==> config.mk <==
export PLATFORM = sky130hd
export DESIGN_NAME = mcpu_ifetch_flat
export DESIGN_NICKNAME = d
export VERILOG_FILES = /design/src/rtl/mcpu_ifetch_if.sv /design/src/rtl/mcpu_ifetch.sv /design/src/flat_wrapper.sv
export SDC_FILE = /design/constraint.sdc
export NUM_CORES = 1
export LEC_CHECK = 0
export CAP_MARGIN = 20
export CORE_MARGIN = 3
export CORE_UTILIZATION = 49
export DETAILED_ROUTE_END_ITERATION = 10
export PLACE_DENSITY_LB_ADDON = 0.15
export SLEW_MARGIN = 10
export SYNTH_ARGS = -nofsm -noshare
export SYNTH_HDL_FRONTEND = slang
export SYNTH_SLANG_ARGS = --single-unit
==> constraint.sdc <==
create_clock -name clk -period 5.2 [get_ports clk]
set_clock_uncertainty 0.05 [all_clocks]
set_input_delay 1.04 -clock clk [delete_from_list [all_inputs] [get_ports clk]]
set_output_delay 1.04 -clock clk [all_outputs]
set_load 0.02 [all_outputs]
Figure 1. Signal wires on met1.
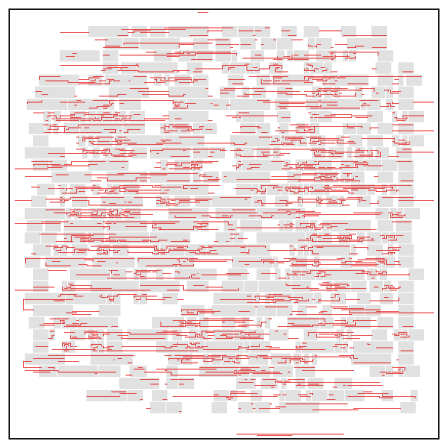
longest straight run: 24.4 um
main direction: horizontal
wire length on this layer: 4330 um
nets with wire on the layer: 498
share of all routed wire: 43%
total routed wirelength: 10130 um
number of vias after detailed routing: 3293
met1 Resource Use GR: 0.2783

Figure 2. M2 wires.
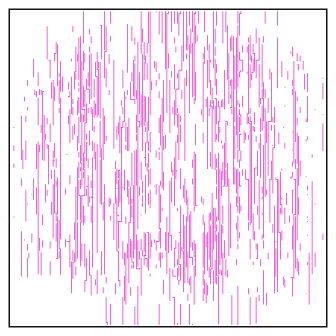
nets with wire on the layer: 455
wire length on this layer: 4990 um
main direction: vertical
longest straight run: 44.9 um
share of all routed wire: 49%
global-route track usage on met2: 0.4088

Figure 3. Metal 3.
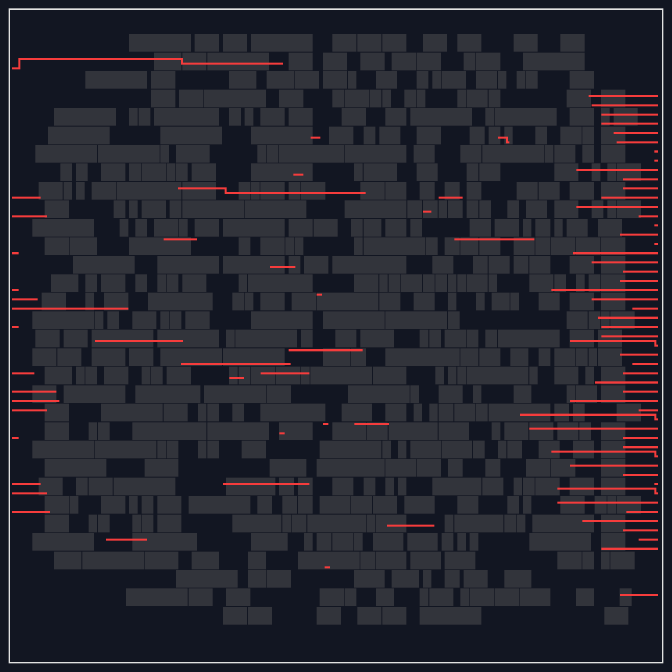
share of all routed wire: 6.2%
longest straight run: 23.9 um
nets with wire on the layer: 80
wire length on this layer: 628 um
main direction: horizontal
met3 Usage GRT: 0.04769

Figure 4. Met4 routing.
Scale bar: 20 um.
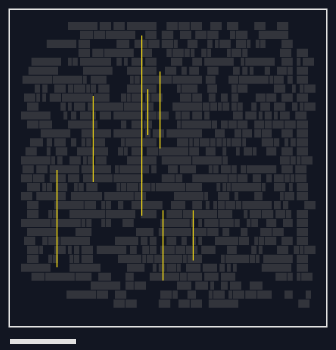
longest straight run: 54.4 um
share of all routed wire: 1.8%

Figure 5. Routing congestion.
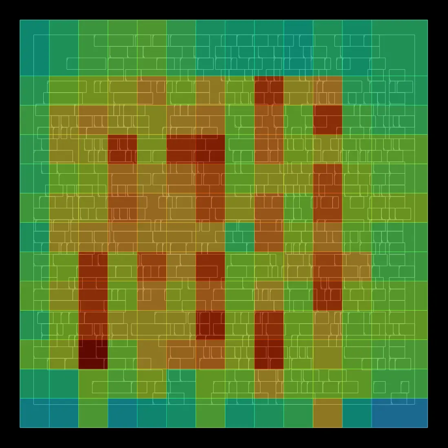
Wirelength per Cell: 16.53 um
layer with the highest usage after global routing: met2
Final Core Density: 0.6864
combined global-route utilization of all metal layers: 0.2313

==> out/metrics.json <==
{
  "run_status": "completed",
  "drcViolationCount": 0,
  "hp-class": "register to register",
  "hpwl_um": 7223,
  "power_leakage_nw": 2.219,
  "first_iter_violations": 134,
  "largest_register_ffs": 32,
  "chip_area_um2": 9210,
  "globalplace.congestion": 0.8927,
  "power.total_mw": 2.877,
  "cap_viol_max_count": 0,
  "synth-edff-count": 0,
  "tool_warnings": 28,
  "numSynthFlops": 60,
  "placement.io_buffers": 109,
  "cts_hold_buf": 0,
  "synth_area_leader_cell": "sky130_fd_sc_hd__dfrtp_1",
  "drt_pre_antenna_iters": 4,
  "synthesis.instances": 407,
  "placement.setup.worst_slack_ns": 1.014,
  "yosys.stat.chipArea_um2": 3966,
  "drive_gt1_frac": 0.07828,
  "hold_violations": 0,
  "clk_latency_ns": 0.34,
  "dp.cells": 596,
  "floorplanUtilization": 0.5080,
  "async_flop_share": 1.000,
  "num_antenna_cells": 0,
  "clock_tree.htree_level_count": 3,
  "mean_cell_area_of_the_mapped_netlist_um2": 9.745,
  "grt_max_degree": 61,
  "yosysCellCount": 407,
  "critPathMaxFanout": 6,
  "synth_sequential_area_ratio": 0.3785,
  "synth.yosys.warnings": 0,
  "post_layout_nonfiller_instances": 613,
  "antenna_found_initial": 0,
  "final_area_um2": 5359,
  "setup_tns_ns": 0,
  "timing_worst_setup_path_type": "register to primary output",
  "placement.cell_area_um2": 5105,
  "netlist_top_cells_area": "sky130_fd_sc_hd__dfrtp_1 (38%), sky130_fd_sc_hd__mux2i_1 (8.1%), sky130_fd_sc_hd__xnor2_1 (6.8%)",
  "areaGrowthSynthToFinish_pct": 35.11,
  "fin_hold_ws_ns": 0.4607,
  "synthesis.area_um2": 3966,
  "yosysTopAreaCellShare": 0.3785,
  "period_needed_ns": 4.205,
  "post_cts_buffers": 0,
  "max_slew.worst_pin.slew_ns": 0.7814,
  "max_freq_ghz": 0.2378,
  "arrival_time_of_the_worst_setup_path_ns": 3.11,
  "synth.net_count": 475,
  "ys_types": 37,
  "final_layout_net_count": 574,
  "worst_slew_margin_rel": 0.4791,
  "gr-total-overflow": 0,
  "core_ar_um2": 7807,
  "setup-violations-final": 0,
  "most_common_cell": "sky130_fd_sc_hd__dfrtp_1",
  "cellPowerDensity_nw_per_um2": 537.0,
  "ff_type": "sky130_fd_sc_hd__dfrtp_1",
  "cts_resized": 0,
  "grt_first_pass_wirelength_um": 16160
}
-- cell usage in the layout, fill, tap and decap left out, types with 4 or more instances in the layout --
cell / netlist / final
sky130_fd_sc_hd__nor4_1: 6 / 6
sky130_fd_sc_hd__clkbuf_8: 0 / 10
sky130_fd_sc_hd__mux2i_1: 32 / 32
sky130_fd_sc_hd__buf_4: 0 / 4
sky130_fd_sc_hd__nor3_1: 11 / 11
sky130_fd_sc_hd__clkdlybuf4s50_1: 0 / 108
sky130_fd_sc_hd__nand2_1: 33 / 33
sky130_fd_sc_hd__ha_1: 15 / 15
sky130_fd_sc_hd__o21ai_0: 27 / 27
sky130_fd_sc_hd__xnor2_1: 31 / 31
sky130_fd_sc_hd__inv_1: 15 / 15
sky130_fd_sc_hd__mux4_1: 8 / 8
sky130_fd_sc_hd__nor2_1: 45 / 45
sky130_fd_sc_hd__nand4_1: 8 / 8
sky130_fd_sc_hd__a21oi_1: 33 / 33
sky130_fd_sc_hd__nand3_1: 4 / 4
sky130_fd_sc_hd__xor2_1: 7 / 7
sky130_fd_sc_hd__nor2b_1: 6 / 6
sky130_fd_sc_hd__mux2_2: 11 / 11
sky130_fd_sc_hd__dfrtp_1: 60 / 60
-- routing by layer --
metal	vias up	wire length [um]	share of wire	global-route usage
met4	0	182	0.018	0.08175
met2	99	4986	0.49	0.4088
met3	15	628	0.062	0.04769
li1	1633	-	-	-
met5	-	0	0	0
met1	1546	4334	0.43	0.2783
-- critical path, cell delays in order, from the launching register on --
cell and delay, ns:
sky130_fd_sc_hd__dfrtp_1 0.52, sky130_fd_sc_hd__inv_1 0.14, sky130_fd_sc_hd__ha_1 0.28, sky130_fd_sc_hd__nor2b_1 0.12, sky130_fd_sc_hd__o21ai_0 0.51, sky130_fd_sc_hd__nor4bb_1 0.41, sky130_fd_sc_hd__xnor2_1 0.16, sky130_fd_sc_hd__clkdlybuf4s50_1 0.63
-- logic make-up after synthesis --
family	Yosys count	share of synthesized area
AND/OR/NAND/NOR	131	0.1590
flip-flops	60	0.3785
AND-OR/OR-AND	66	0.09748
XOR/XNOR	40	0.09685
adder cells (fa/ha/maj)	18	0.06246
multiplexers	51	0.1650
buffers and inverters	41	0.04069
-- area by class of cell --
class                   instances  area [um2]
clock buffers                  10       137.6
inverters                      15       56.30
clock inverters                 6       111.4
repair buffers                114        1121
flip-flops and latches         60        1501
fillers                       648        2449
well taps                     102       127.6
multi-input cells             306        2303
-- power breakdown --
part | leakage (nW) | switching [mW] | internal, mW
Sequential | 0.708 | 0.164 | 0.640
Clock | 0.122 | 0.196 | 0.331
Combinational | 1.39 | 0.759 | 0.788
Power is estimated from default activity; no workload was simulated.
